==> src/rtl/mips_ctrl_pkg.sv <==
// Shared types and encodings for the multicycle MIPS control unit.
package mips_ctrl_pkg;

    localparam int unsigned OP_W     = 6;
    localparam int unsigned FUNCT_W  = 6;
    localparam int unsigned ALUCTL_W = 3;
    localparam int unsigned STATE_W  = 4;

    typedef enum logic [STATE_W-1:0] {
        S_FETCH   = 4'd0,
        S_DECODE  = 4'd1,
        S_MEMADR  = 4'd2,
        S_MEMRD   = 4'd3,
        S_MEMWB   = 4'd4,
        S_MEMWR   = 4'd5,
        S_RTYPEEX = 4'd6,
        S_RTYPEWB = 4'd7,
        S_BEQEX   = 4'd8,
        S_ADDIEX  = 4'd9,
        S_ADDIWB  = 4'd10,
        S_JEX     = 4'd11
    } state_t;

    typedef enum logic [1:0] {
        ALUOP_ADD   = 2'b00,
        ALUOP_SUB   = 2'b01,
        ALUOP_FUNCT = 2'b10,
        ALUOP_RSVD  = 2'b11
    } aluop_t;

    localparam logic [OP_W-1:0] OP_RTYPE = 6'b000000;
    localparam logic [OP_W-1:0] OP_LW    = 6'b100011;
    localparam logic [OP_W-1:0] OP_SW    = 6'b101011;
    localparam logic [OP_W-1:0] OP_BEQ   = 6'b000100;
    localparam logic [OP_W-1:0] OP_ADDI  = 6'b001000;
    localparam logic [OP_W-1:0] OP_J     = 6'b000010;

    localparam logic [FUNCT_W-1:0] FUNCT_ADD = 6'b100000;
    localparam logic [FUNCT_W-1:0] FUNCT_SUB = 6'b100010;
    localparam logic [FUNCT_W-1:0] FUNCT_AND = 6'b100100;
    localparam logic [FUNCT_W-1:0] FUNCT_OR  = 6'b100101;
    localparam logic [FUNCT_W-1:0] FUNCT_SLT = 6'b101010;

    localparam logic [ALUCTL_W-1:0] ALUCTL_ADD = 3'b010;
    localparam logic [ALUCTL_W-1:0] ALUCTL_SUB = 3'b110;
    localparam logic [ALUCTL_W-1:0] ALUCTL_AND = 3'b000;
    localparam logic [ALUCTL_W-1:0] ALUCTL_OR  = 3'b001;
    localparam logic [ALUCTL_W-1:0] ALUCTL_SLT = 3'b111;

    // True when the opcode belongs to the supported ISA subset.
    function automatic logic is_legal_op(input logic [OP_W-1:0] op);
        return (op == OP_RTYPE) || (op == OP_LW) || (op == OP_SW) ||
               (op == OP_BEQ)   || (op == OP_ADDI) || (op == OP_J);
    endfunction

endpackage

==> src/rtl/mips_multicycle_ctrl_if.sv <==
// Control-unit <-> datapath signal bundle; master is the control unit.
interface mips_multicycle_ctrl_if;
    import mips_ctrl_pkg::*;

    logic [OP_W-1:0]     op;
    logic [FUNCT_W-1:0]  funct;
    logic                zero;
    logic                iord;
    logic                memwrite;
    logic                irwrite;
    logic                regdst;
    logic                memtoreg;
    logic                regwrite;
    logic                alusrca;
    logic [1:0]          alusrcb;
    logic [1:0]          pcsrc;
    logic                pcen;
    logic [ALUCTL_W-1:0] alucontrol;
    logic                illegal_op;

    modport master (
        input  op, funct, zero,
        output iord, memwrite, irwrite, regdst, memtoreg, regwrite, alusrca,
               alusrcb, pcsrc, pcen, alucontrol, illegal_op
    );

    modport slave (
        output op, funct, zero,
        input  iord, memwrite, irwrite, regdst, memtoreg, regwrite, alusrca,
               alusrcb, pcsrc, pcen, alucontrol, illegal_op
    );
endinterface

==> src/rtl/mips_multicycle_ctrl_alu_decoder.sv <==
// ALU decoder: maps aluop and funct to the 3-bit ALU operation.
module alu_decoder
    import mips_ctrl_pkg::*;
(
    input  aluop_t              aluop,
    input  logic [FUNCT_W-1:0]  funct,
    output logic [ALUCTL_W-1:0] alucontrol
);

    // Unknown funct and the reserved aluop fall back to add.
    always_comb begin
        alucontrol = ALUCTL_ADD;
        case (aluop)
            ALUOP_SUB:   alucontrol = ALUCTL_SUB;
            ALUOP_FUNCT: begin
                case (funct)
                    FUNCT_ADD: alucontrol = ALUCTL_ADD;
                    FUNCT_SUB: alucontrol = ALUCTL_SUB;
                    FUNCT_AND: alucontrol = ALUCTL_AND;
                    FUNCT_OR:  alucontrol = ALUCTL_OR;
                    FUNCT_SLT: alucontrol = ALUCTL_SLT;
                    default:   alucontrol = ALUCTL_ADD;
                endcase
            end
            default:     alucontrol = ALUCTL_ADD;
        endcase
    end

endmodule

==> src/rtl/mips_multicycle_ctrl.sv <==
// Multicycle MIPS control unit: Moore FSM driving datapath enables and ALU control.
module mips_multicycle_ctrl
    import mips_ctrl_pkg::*;
(
    input  logic                  clk,
    input  logic                  reset,
    mips_multicycle_ctrl_if.master bus
);

    state_t state;
    state_t state_next;
    state_t state_eff;
    aluop_t aluop;
    logic   pcwrite;
    logic   branch;

    // State register; synchronous active-low reset returns to FETCH.
    always_ff @(posedge clk) begin
        if (!reset) state <= S_FETCH;
        else        state <= state_next;
    end

    // Next-state logic; anything not explicitly listed returns to FETCH.
    always_comb begin
        state_next = S_FETCH;
        case (state)
            S_FETCH:   state_next = S_DECODE;
            S_DECODE: begin
                case (bus.op)
                    OP_LW, OP_SW: state_next = S_MEMADR;
                    OP_RTYPE:     state_next = S_RTYPEEX;
                    OP_BEQ:       state_next = S_BEQEX;
                    OP_ADDI:      state_next = S_ADDIEX;
                    OP_J:         state_next = S_JEX;
                    default:      state_next = S_FETCH;
                endcase
            end
            S_MEMADR: begin
                if (bus.op == OP_LW)      state_next = S_MEMRD;
                else if (bus.op == OP_SW) state_next = S_MEMWR;
            end
            S_MEMRD:   state_next = S_MEMWB;
            S_RTYPEEX: state_next = S_RTYPEWB;
            S_ADDIEX:  state_next = S_ADDIWB;
            default:   state_next = S_FETCH;
        endcase
    end

    // During reset the datapath sees FETCH-style selects with every enable held low.
    assign state_eff = reset ? state : S_FETCH;

    // Moore outputs decoded from the (effective) state; pcen also folds in zero.
    always_comb begin
        bus.iord       = 1'b0;
        bus.memwrite   = 1'b0;
        bus.irwrite    = 1'b0;
        bus.regdst     = 1'b0;
        bus.memtoreg   = 1'b0;
        bus.regwrite   = 1'b0;
        bus.alusrca    = 1'b0;
        bus.alusrcb    = 2'b00;
        bus.pcsrc      = 2'b00;
        bus.illegal_op = 1'b0;
        aluop          = ALUOP_ADD;
        pcwrite        = 1'b0;
        branch         = 1'b0;
        case (state_eff)
            S_FETCH: begin
                bus.irwrite = 1'b1;
                pcwrite     = 1'b1;
                bus.alusrcb = 2'b01;
            end
            S_DECODE: begin
                bus.alusrcb    = 2'b11;
                bus.illegal_op = !is_legal_op(bus.op);
            end
            S_MEMADR: begin
                bus.alusrca = 1'b1;
                bus.alusrcb = 2'b10;
            end
            S_MEMRD:   bus.iord = 1'b1;
            S_MEMWB: begin
                bus.regwrite = 1'b1;
                bus.memtoreg = 1'b1;
            end
            S_MEMWR: begin
                bus.iord     = 1'b1;
                bus.memwrite = 1'b1;
            end
            S_RTYPEEX: begin
                bus.alusrca = 1'b1;
                aluop       = ALUOP_FUNCT;
            end
            S_RTYPEWB: begin
                bus.regdst   = 1'b1;
                bus.regwrite = 1'b1;
            end
            S_BEQEX: begin
                bus.alusrca = 1'b1;
                aluop       = ALUOP_SUB;
                branch      = 1'b1;
                bus.pcsrc   = 2'b01;
            end
            S_ADDIEX: begin
                bus.alusrca = 1'b1;
                bus.alusrcb = 2'b10;
            end
            S_ADDIWB:  bus.regwrite = 1'b1;
            S_JEX: begin
                pcwrite   = 1'b1;
                bus.pcsrc = 2'b10;
            end
            default: ;
        endcase
        bus.pcen = pcwrite | (branch & bus.zero);
        if (!reset) begin
            bus.memwrite   = 1'b0;
            bus.irwrite    = 1'b0;
            bus.regwrite   = 1'b0;
            bus.pcen       = 1'b0;
            bus.illegal_op = 1'b0;
        end
    end

    // ALU operation select.
    alu_decoder u_alu_decoder (
        .aluop      (aluop),
        .funct      (bus.funct),
        .alucontrol (bus.alucontrol)
    );

endmodule

==> src/flat_wrapper.sv <==
// flat-port wrapper written by rule: the top's interface ports become plain ports
module mips_multicycle_ctrl_flat import mips_ctrl_pkg::*;
  (clk, reset, bus_op, bus_funct, bus_zero, bus_iord, bus_memwrite, bus_irwrite, bus_regdst, bus_memtoreg, bus_regwrite, bus_alusrca, bus_alusrcb, bus_pcsrc, bus_pcen, bus_alucontrol, bus_illegal_op);
  mips_multicycle_ctrl_if bus_i ();
  input  logic clk;
  input  logic reset;
  input wire logic [$bits(bus_i.op)-1:0] bus_op;
  input wire logic [$bits(bus_i.funct)-1:0] bus_funct;
  input wire logic [$bits(bus_i.zero)-1:0] bus_zero;
  output wire logic [$bits(bus_i.iord)-1:0] bus_iord;
  output wire logic [$bits(bus_i.memwrite)-1:0] bus_memwrite;
  output wire logic [$bits(bus_i.irwrite)-1:0] bus_irwrite;
  output wire logic [$bits(bus_i.regdst)-1:0] bus_regdst;
  output wire logic [$bits(bus_i.memtoreg)-1:0] bus_memtoreg;
  output wire logic [$bits(bus_i.regwrite)-1:0] bus_regwrite;
  output wire logic [$bits(bus_i.alusrca)-1:0] bus_alusrca;
  output wire logic [$bits(bus_i.alusrcb)-1:0] bus_alusrcb;
  output wire logic [$bits(bus_i.pcsrc)-1:0] bus_pcsrc;
  output wire logic [$bits(bus_i.pcen)-1:0] bus_pcen;
  output wire logic [$bits(bus_i.alucontrol)-1:0] bus_alucontrol;
  output wire logic [$bits(bus_i.illegal_op)-1:0] bus_illegal_op;
  assign bus_i.op = bus_op;
  assign bus_i.funct = bus_funct;
  assign bus_i.zero = bus_zero;
  assign bus_iord = bus_i.iord;
  assign bus_memwrite = bus_i.memwrite;
  assign bus_irwrite = bus_i.irwrite;
  assign bus_regdst = bus_i.regdst;
  assign bus_memtoreg = bus_i.memtoreg;
  assign bus_regwrite = bus_i.regwrite;
  assign bus_alusrca = bus_i.alusrca;
  assign bus_alusrcb = bus_i.alusrcb;
  assign bus_pcsrc = bus_i.pcsrc;
  assign bus_pcen = bus_i.pcen;
  assign bus_alucontrol = bus_i.alucontrol;
  assign bus_illegal_op = bus_i.illegal_op;
  mips_multicycle_ctrl u_core (.clk(clk), .reset(reset), .bus(bus_i));
endmodule
==> config.mk <==
export PLATFORM = sky130hd
export DESIGN_NAME = mips_multicycle_ctrl_flat
export DESIGN_NICKNAME = d
export VERILOG_FILES = /design/src/rtl/mips_ctrl_pkg.sv /design/src/rtl/mips_multicycle_ctrl_if.sv /design/src/rtl/mips_multicycle_ctrl_alu_decoder.sv /design/src/rtl/mips_multicycle_ctrl.sv /design/src/flat_wrapper.sv
export SDC_FILE = /design/constraint.sdc
export NUM_CORES = 1
export LEC_CHECK = 0
export CORE_MARGIN = 2
export CORE_UTILIZATION = 40
export CTS_CLUSTER_DIAMETER = 30
export DETAILED_ROUTE_END_ITERATION = 7
export GPL_TIMING_DRIVEN = 0
export HOLD_SLACK_MARGIN = 0.05
export PLACE_DENSITY_LB_ADDON = 0.1
export SYNTH_ARGS = -nofsm -noshare
export SYNTH_HDL_FRONTEND = slang
export SYNTH_SLANG_ARGS = --single-unit
==> constraint.sdc <==
create_clock -name clk -period 4.1 [get_ports clk]
set_input_delay 0.41 -clock clk [delete_from_list [all_inputs] [get_ports clk]]
set_output_delay 0.41 -clock clk [all_outputs]
set_load 0.1 [all_outputs]
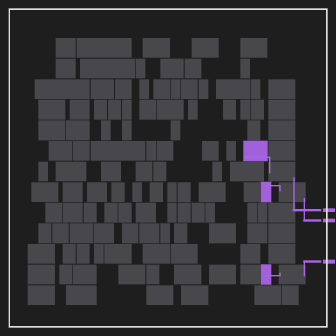
Run 1: I/O nets highlighted
| color | port | direction | end cells | buffers | wire |
|---|---|---|---|---|---|
| purple | bus_alucontrol | output | 3 | 3 | 26.6 µm |
number of input and output port buffers inserted: 29
boundary pin count: 31

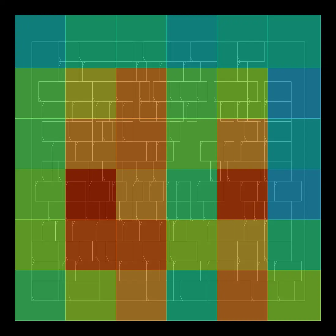
Run 1: routing congestion map
met1 Usage GRT: 20.6%
met3 GRT Util: 0.435%

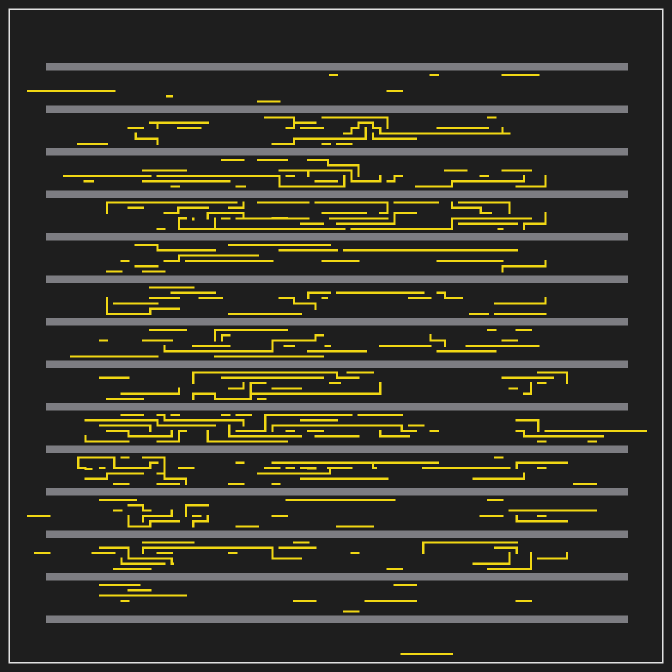
Run 1: signal wires on met1
Supply wires on this layer in gray.
main direction: horizontal
longest straight run: 11.0 µm
nets with wire on the layer: 118
WL final: 1.64 mm
total number of vias: 756

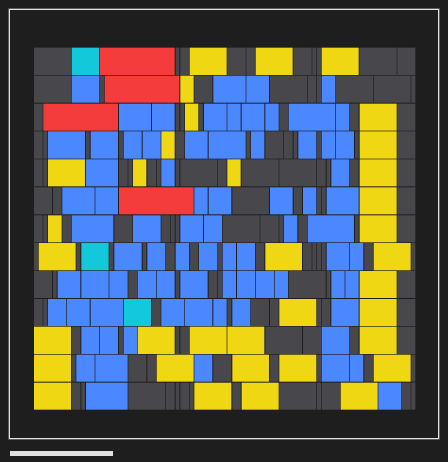
Run 1: placement by cell class
Scale bar: 10 µm. Fill, decap, tap and diode cells in gray.
| color | class | cells | share of their area |
|---|---|---|---|
| yellow | remaining buffers and delay cells | 35 | 35% |
| red | registers | 4 | 9.1% |
| blue | remaining logic cells | 77 | 53% |
| cyan | clock-net drivers | 3 | 2.6% |
total non-filler cell area in the finished layout: 901 µm²
total core area: 1320 µm²
Final Core Density: 68.4%

==> qor.csv, run 1 <==
metric;value;unit
async_reset_ff_share;0;%
final.hold.worst_slack;0.640;ns
grt_antenna_before_repair;0;
largest_registers;u_core.state x4;
largest_register_ffs;4;
vdd_drop_max;0.133;mV
biggest_area_cells;sky130_fd_sc_hd__dfxtp_1 14%, sky130_fd_sc_hd__o21ai_0 7.0%, sky130_fd_sc_hd__nor2_1 5.9%, sky130_fd_sc_hd__nor3_1 5.3%, sky130_fd_sc_hd__nor3b_1 5.3%;
tritoncts.num_buffers;3;
design.die.area;1740;µm²
grt.busiest_layer;met2;
warnings;27;
power.switching_fraction;40.0;%
post_cts_setup_bufs;0;
cts_resized;0;
clock_power;53.0;µW
lay_top_cells;29 x sky130_fd_sc_hd__clkdlybuf4s50_1, 9 x sky130_fd_sc_hd__nor2_1, 8 x sky130_fd_sc_hd__o21ai_0, 6 x sky130_fd_sc_hd__nand2_1, 6 x sky130_fd_sc_hd__nor3_1;
power_report.internal_total;98.9;µW
tritoncts;done;
cts.path.max_buffers;2;
timing.critical_path.cells;clkbuf_1 > nor2b_1 > nand2_1 > nor3_1 > inv_1 > ha_1 > nor2_1 > clkdlybuf4s50_1;
post_synthesis_net_count;104;
critical_path.max_stage_delay;1.13;ns
synth_cells;87;
max_slew_margin;34.9;%
detailed_routing_iterations_pass_1;4;
critical_path_arrival;3.06;ns
seq_area_share;8.89;%
maxCapViolations;0;
route.met3.wl;60;µm
post_synth_instance_area;569;µm²
cts.htree.levels;1;
initial_utilization;43.2;%
worstHoldEndpoint;u_core.state[3]$_SDFF_PN0_;
synth_flop_count;4;
critical_path.startpoint_type;flip-flop;
synth_area_per_cell;6.54;µm²
synth.most_common_cell;sky130_fd_sc_hd__nor2_1;
worstSetupStartpoint;u_core.state[3]$_SDFF_PN0_;
seq_group;41.5;µW
antenna_cells_inserted;0;
area.share.combinational;49.7;%
cts_root_buffer;sky130_fd_sc_hd__clkbuf_4;
synthMuxAreaShare;1.76;%
top_register;u_core.state;
drt-initial-drc-count;15;
worstRegToRegCells;4;
run_status;complete, no violations;
critical_path.reg2reg.startpoint;u_core.state[1]$_SDFF_PN0_;
buffers;35;
num-multi-input-gates;72;
clock_power_share;32.1;%
clock.latency.late_pin;0.25;ns
route.layer.met1.wl;677;µm
synth_top_area_share;14.1;%
synth-compound-area-share;26.4;%
totalNegativeSetupSlack;0;ns
synth-simple-area-share;41.5;%
power.switching;66.0;µW
core.rowCount;13;
wire_per_inst;12.2;µm
synth.cellmix.adderShare;4.40;%
timing.critical_path.to;bus_alucontrol[2];
critical_path.top_delay_family;buffers and inverters;
worstSetupPathType;flip-flop to primary output;
layout.clock.cell_area_share;2.50;%
n_fill_cell;119;
reg2reg_slack;2.68;ns
final.min_clock_period;3.47;ns
worst-path-stages;8;
seq_cell_count;4;
worst_slack;0.630;ns
crit_required;3.69;ns
Run 1, placement density heat map:
The die is cut into 8 by 8 equal tiles; white is low, dark blue is high, 0 to 100% covered.
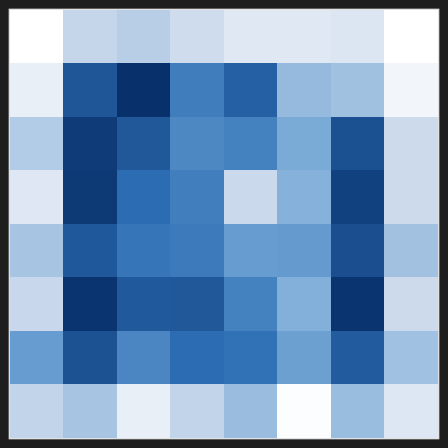

==> run 2: changes to the inputs <==
--- a/config.mk
+++ b/config.mk
@@ -6,7 +6,7 @@
 export NUM_CORES = 1
 export LEC_CHECK = 0
 export CORE_MARGIN = 2
-export CORE_UTILIZATION = 40
+export CORE_UTILIZATION = 34
 export CTS_CLUSTER_DIAMETER = 30
 export DETAILED_ROUTE_END_ITERATION = 7
 export GPL_TIMING_DRIVEN = 0
==> constraint.sdc (replaced) <==
create_clock -name clk -period 2.9 [get_ports clk]
set_input_delay 0.29 -clock clk [delete_from_list [all_inputs] [get_ports clk]]
set_output_delay 0.29 -clock clk [all_outputs]
set_load 0.1 [all_outputs]
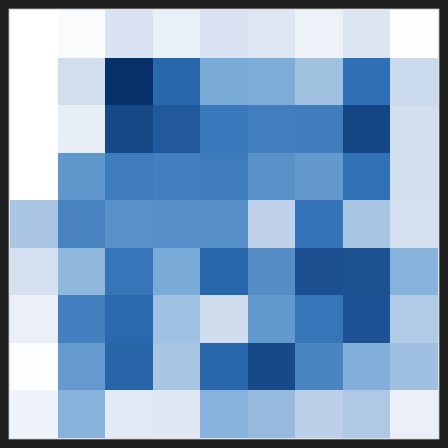
Run 2: placement density heat map
The die is cut into 9 by 9 equal tiles; white is low, dark blue is high, 0 to 100% covered.
tiles over 75% full: 16%
mean over tiles: 45%
densest ninth of the die: center
nearly empty tiles: 7.4%
emptiest ninth of the die: north-west
total core area: 1540 µm²
Final Core Density: 60.6%
initial cell density of the core: 36.9%

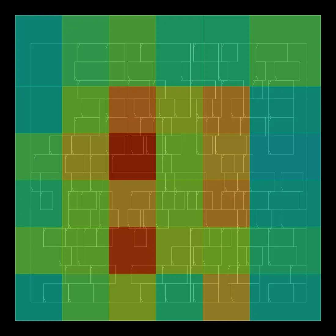
Run 2: routing congestion map
met1 Usage GRT: 24.8%
global-route total usage across every layer: 18.3%
GR met2 Demand/Resource: 29.4%
peak-usage layer in the global routing report: met2
met3 GRT Util: 3.60%

==> run 2 against run 1 <==
Effect of this change: setup slack got worse by 0.51 ns; die area rose by 16%; combinational power rose by 41%; critical path depth fell by 4; via count fell by 3.4%; critical endpoint is now bus_iord.
==> qor.csv, run 2 <==
metric;value;unit;change
run_status;complete, no violations;;
wire_per_inst;12.4;µm;+1.5%
seq_area_share;8.58;%;-0.31 points
portBuffers;29;;unchanged
cts.htree.levels;1;;unchanged
crit_required;2.61;ns;-1.08 ns
core.rowCount;14;;+1
maxCapViolations;0;;unchanged
layout.clock.cell_area_share;2.41;%;-0.087 points
critical_path.max_stage_delay;1.13;ns;about the same
worst-path-stages;4;;-4
max_slew_margin;35.0;%;+0.11 points
cts_resized;12;;+12
grt_antenna_before_repair;0;;unchanged
clock.latency.late_pin;0.24;ns;about the same
post_cts_setup_bufs;0;;unchanged
buffers;35;;unchanged
lay_top_cells;21 x sky130_fd_sc_hd__clkdlybuf4s50_1, 8 x sky130_fd_sc_hd__nor2_1, 8 x sky130_fd_sc_hd__o21ai_0, 6 x sky130_fd_sc_hd__nand2_1, 5 x sky130_fd_sc_hd__inv_1;;
warnings;27;;unchanged
reg2reg_slack;1.55;ns;-1.13 ns
clock_power;70.9;µW;+34%
n_fill_cell;158;;+33%
synth_top_area_share;14.1;%;unchanged
top_register;u_core.state;;
biggest_area_cells;sky130_fd_sc_hd__dfxtp_1 14%, sky130_fd_sc_hd__o21ai_0 7.0%, sky130_fd_sc_hd__nor2_1 5.9%, sky130_fd_sc_hd__nor3_1 5.3%, sky130_fd_sc_hd__nor3b_1 5.3%;;
worstRegToRegCells;5;;+1
final.min_clock_period;2.78;ns;
synth.cellmix.adderShare;4.40;%;unchanged
timing.critical_path.to;bus_iord;;
totalNegativeSetupSlack;0;ns;unchanged
drv_slew;0;;
area.share.combinational;50.5;%;+0.81 points
worstSetupStartpoint;u_core.state[2]$_SDFF_PN0_;;
critical_path.reg2reg.startpoint;u_core.state[1]$_SDFF_PN0_;;
final.hold.worst_slack;0.637;ns;-0.00254 ns
routed-via-count;730;;-3.4%
synth.most_common_cell;sky130_fd_sc_hd__nor2_1;;
synth-compound-area-share;26.4;%;unchanged
design.die.area;2020;µm²;+16%
route.met3.wl;85;µm;+42%
route.layer.met1.wl;779;µm;+15%
synth-simple-area-share;41.5;%;unchanged
post_synth_instance_area;569;µm²;unchanged
detailed_routing_iterations_pass_1;4;;unchanged
cts.path.max_buffers;2;;unchanged
clock_power_share;30.9;%;-1.2 points
timing.critical_path.cells;buf_1 > xor2_1 > and3_1 > clkdlybuf4s50_1;;
top_level_ports;31;;unchanged
largest_register_ffs;4;;unchanged
cts_root_buffer;sky130_fd_sc_hd__clkbuf_4;;
critical_path_arrival;2.49;ns;-0.57 ns
async_reset_ff_share;0;%;unchanged
final_design_area_no_fill;933;µm²;+3.6%
critical_path.startpoint_type;flip-flop;;
share_comb_of_total_power;43.4;%;
antenna_cells_inserted;0;;unchanged
wirelength;1.67;mm;+2.3%
post_synthesis_net_count;104;;unchanged
drt-initial-drc-count;7;;-8
seq_group;58.7;µW;+41%
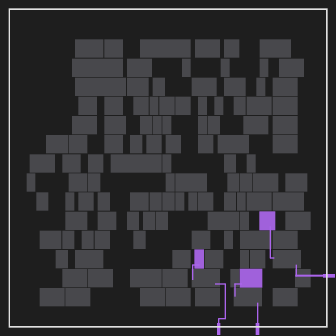
Run 2: I/O nets highlighted
| color | port | direction | end cells | buffers | wire |
|---|---|---|---|---|---|
| purple | bus_alucontrol | output | 3 | 3 | 26.7 µm |

Run 2, signal wires on met1:
Supply wires on this layer in gray.
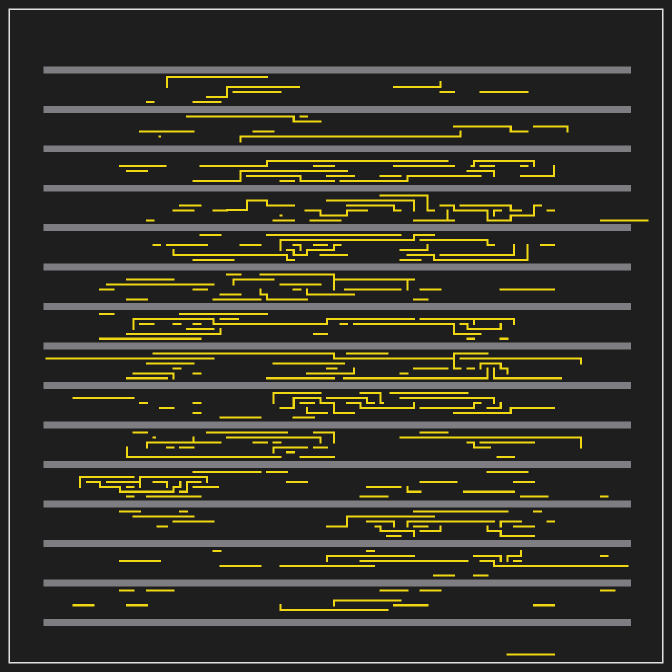

==> run 3: changes to the inputs <==
--- a/config.mk
+++ b/config.mk
@@ -5,8 +5,10 @@
 export SDC_FILE = /design/constraint.sdc
 export NUM_CORES = 1
 export LEC_CHECK = 0
+export ABC_AREA = 1
 export CORE_MARGIN = 2
-export CORE_UTILIZATION = 34
+export CORE_UTILIZATION = 36
+export CTS_BUF_LIST = sky130_fd_sc_hd__clkbuf_8
 export CTS_CLUSTER_DIAMETER = 30
 export DETAILED_ROUTE_END_ITERATION = 7
 export GPL_TIMING_DRIVEN = 0
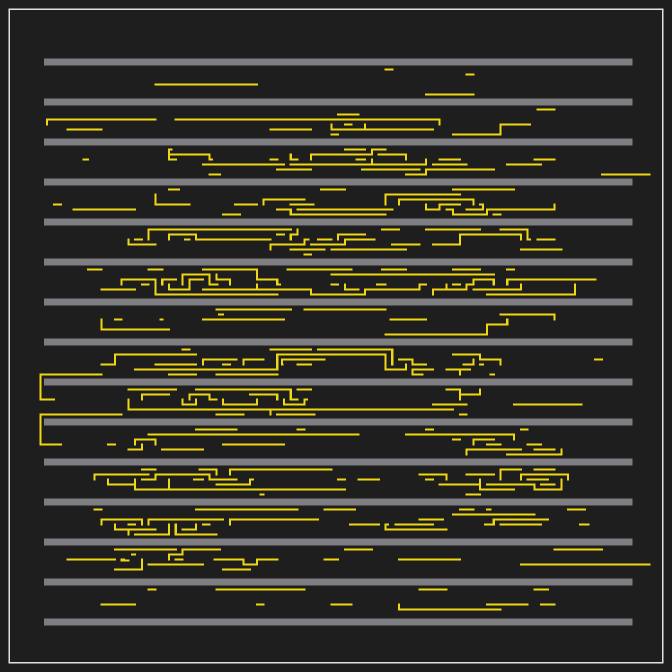
Run 3: signal wires on met1
Supply wires on this layer in gray.
met1 Usage GRT: 23.8%
total number of vias: 794
WL final: 1.58 mm

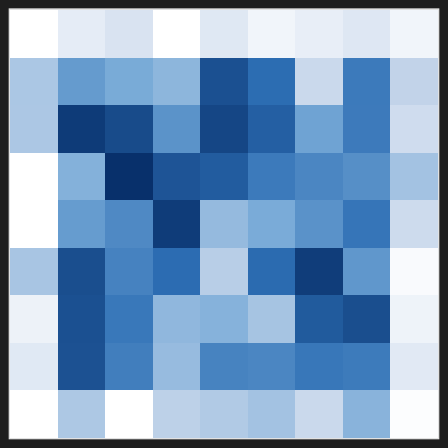
Run 3: placement density heat map
The die is cut into 9 by 9 equal tiles; white is low, dark blue is high, 0 to 100% covered.
total core area: 1520 µm²
initial cell density of the core: 38.4%
Final Core Density: 62.5%

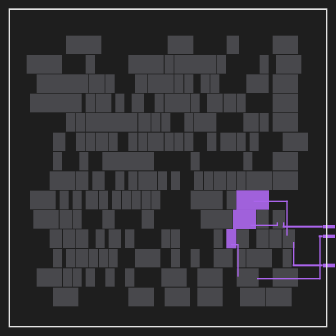
Run 3: I/O nets highlighted

==> run 3 against run 2 <==
Effect of this change: via count grew 8.8%; die area shrank 2.6%; core utilization is 1.9 points higher; wire length shrank 5.7%; largest cell class unchanged; area after synthesis rose by 2.9%; sequential share of layout area decreased by 0.17 points; combinational power barely moved.
==> qor.csv, run 3 <==
metric;value;unit;change
run_status;complete, no violations;;
synth_top_area_share;16.7;%;+2.6 points
synth_stat.cells;116;;
worstHoldEndpoint;u_core.state[0]$_SDFF_PN0_;;
clock_power_share;41.7;%;+11 points
top_register;u_core.state;;
warnings;27;;unchanged
area.share.combinational;45.9;%;-4.7 points
timing.final.hold_violations;0;;
biggest_area_cells;sky130_fd_sc_hd__nand2_1 17%, sky130_fd_sc_hd__inv_1 15%, sky130_fd_sc_hd__nor2_1 15%, sky130_fd_sc_hd__dfxtp_1 14%, sky130_fd_sc_hd__nand3_1 14%;;
wl_met2;713;µm;
synth_cells;116;;
critical_path.top_delay_family;buffers and inverters;;
timing.critical_path.cells;clkdlybuf4s50_1 > nor2_1 > nand3_1 > nand3_1 > nor3_2 > clkdlybuf4s50_1;;
timing.critical_path.to;bus_illegal_op;;
count_of_cells_along_the_worst_hold_path;3;;
p_per_area;287;nW/µm²;
critical_path_arrival;2.45;ns;-0.04 ns
post_layout_nonfiller_instances;164;;
post-place-ws;0.0141;ns;
async_reset_ff_share;0;%;unchanged
buffers;30;;-14%
grt_antenna_before_repair;0;;unchanged
synth-compound-area-share;12.4;%;-14 points
tritoncts;done;;
final.setup_skew;0.00540;ns;
grt_pass1_wl;2.68;mm;
synth.cellmix.adderShare;4.27;%;-0.12 points
portBuffers;29;;unchanged
post_synthesis_net_count;133;;+28%
seq_cell_count;4;;
totalNegativeSetupSlack;0;ns;unchanged
grt_use_met3;3.67;%;+0.073 points
dp_wirelength;1.34;mm;
synthXorXnorAreaFrac;0;%;
critical_path.endpoint_type;primary output;;
synth-edff-count;0;;
grt_util_all_layers;17.3;%;-1.0 points
power_report.internal_total;179;µW;
seq_group;58.6;µW;about the same
post-layout-total-power;273;µW;
synth_sequential_area_ratio;13.7;%;
final.min_clock_period;2.74;ns;-0.0383 ns
setup-violations-final;0;;
ff_type;sky130_fd_sc_hd__dfxtp_1;;
logic_area;437;µm²;
cts_root_buffer;sky130_fd_sc_hd__clkbuf_8;;
timing_worst_slew_pin_value;0.971;ns;
post_synth_top_area_cell;sky130_fd_sc_hd__nand2_1;;
wire_per_inst;9.62;µm;-22%
seq_power_share;21.4;%;
number_of_global_route_vias_before_repair;690;;
worstSetupStartpoint;bus_op[3];;
drv_slew;0;;unchanged
fmax;0.365;GHz;
sequential_cell_area;80.1;µm²;
route.met3.wl;97;µm;+14%
crit_required;2.61;ns;about the same
synth_flop_count;4;;
inv_count;24;;
critical_path.reg2reg.startpoint;u_core.state[3]$_SDFF_PN0_;;
max_slew_margin;35.1;%;+0.053 points
detailed_routing_iterations_pass_1;4;;unchanged
clock_sinks;4;;
drc;0;;
final_design_area_no_fill;952;µm²;+2.0%
post_synth_instance_area;586;µm²;+2.9%
synthTopLogicFamily;simple AND/OR/NAND/NOR gates;;
clkSlewWorstSetupHoldPaths;0.03;ns;
critical_path.max_stage_delay;1.15;ns;+0.02 ns
critical_path.startpoint_type;input pin;;
layout.clock.cell_area_share;4.34;%;+1.9 points
crit_path_max_fanout;4;;
power.switching_fraction;34.4;%;
crit_buf_inv;2;;
worst_hold_startpoint;reset;;
globalRouteOverflowTotal;0;;
cts_resized;3;;-9
cell_count_after_placement;161;;
synth_area_per_cell;5.05;µm²;
viasPerCell;4.84;;
synth.most_common_cell;sky130_fd_sc_hd__nand2_1;;
cts.path.max_buffers;2;;unchanged
chipHeight;44.3;µm;
finalClockPeriodUsage;94.5;%;
synth-simple-area-share;53.4;%;+12 points
die_x;44.3;µm;
post_cts_setup_bufs;0;;unchanged
core.rowCount;14;;unchanged
worst_slack;0.160;ns;
largest_register_ffs;4;;unchanged
static-leakage-power;0.467;nW;
antenna_cells_inserted;0;;unchanged
synthMuxAreaShare;0;%;
clock.latency.late_pin;0.21;ns;-0.03 ns
layout-area-overhead-vs-synth;62.6;%;
p_comb;101;µW;
critical-path-slowest-cell;sky130_fd_sc_hd__clkdlybuf4s50_1;;
n_fill_cell;155;;-1.9%
reg2reg_slack;1.72;ns;+0.17 ns
design.die.area;1970;µm²;-2.6%
share_comb_of_total_power;36.8;%;-6.6 points
cts.htree.levels;1;;unchanged
route.layer.met1.wl;766;µm;-1.7%
seq_area_share;8.41;%;-0.17 points
synth.cells.most_frequent;26 x sky130_fd_sc_hd__nand2_1, 24 x sky130_fd_sc_hd__inv_1, 23 x sky130_fd_sc_hd__nor2_1, 16 x sky130_fd_sc_hd__nand3_1;;
dominant_cells;logic gates;;
post_route_cells_drive_above_1_share;11.5;%;
synth_chip_area;586;µm²;
drt-initial-drc-count;21;;+14
place_area;922;µm²;
clock_power;114;µW;+61%
power.switching;94.0;µW;
worstRegToRegCells;8;;+3
antenna_left;0;;
final.hold.worst_slack;0.396;ns;-0.241 ns
grt_max_degree;9;;
grt.busiest_layer;met2;;
worst-path-stages;6;;+2
top_level_ports;31;;unchanged
timing.hold.worst.class;input pin to flip-flop;;
grt_use_met2;29.7;%;+0.28 points
clock_buffers;3;;
largest_registers;u_core.state x4;;
top_layer;met3;;
worstSetupPathType;input pin to primary output;;
lay_top_cells;26 x sky130_fd_sc_hd__nand2_1, 26 x sky130_fd_sc_hd__clkdlybuf4s50_1, 24 x sky130_fd_sc_hd__inv_1, 23 x sky130_fd_sc_hd__nor2_1, 16 x sky130_fd_sc_hd__nand3_1;;
final_nets;167;;
maxCapViolations;0;;unchanged
buffer_area_share;29.8;%;
setup_repair_after_global_routing_missed_its_margin;false;;
Power is estimated from default activity; no workload was simulated.
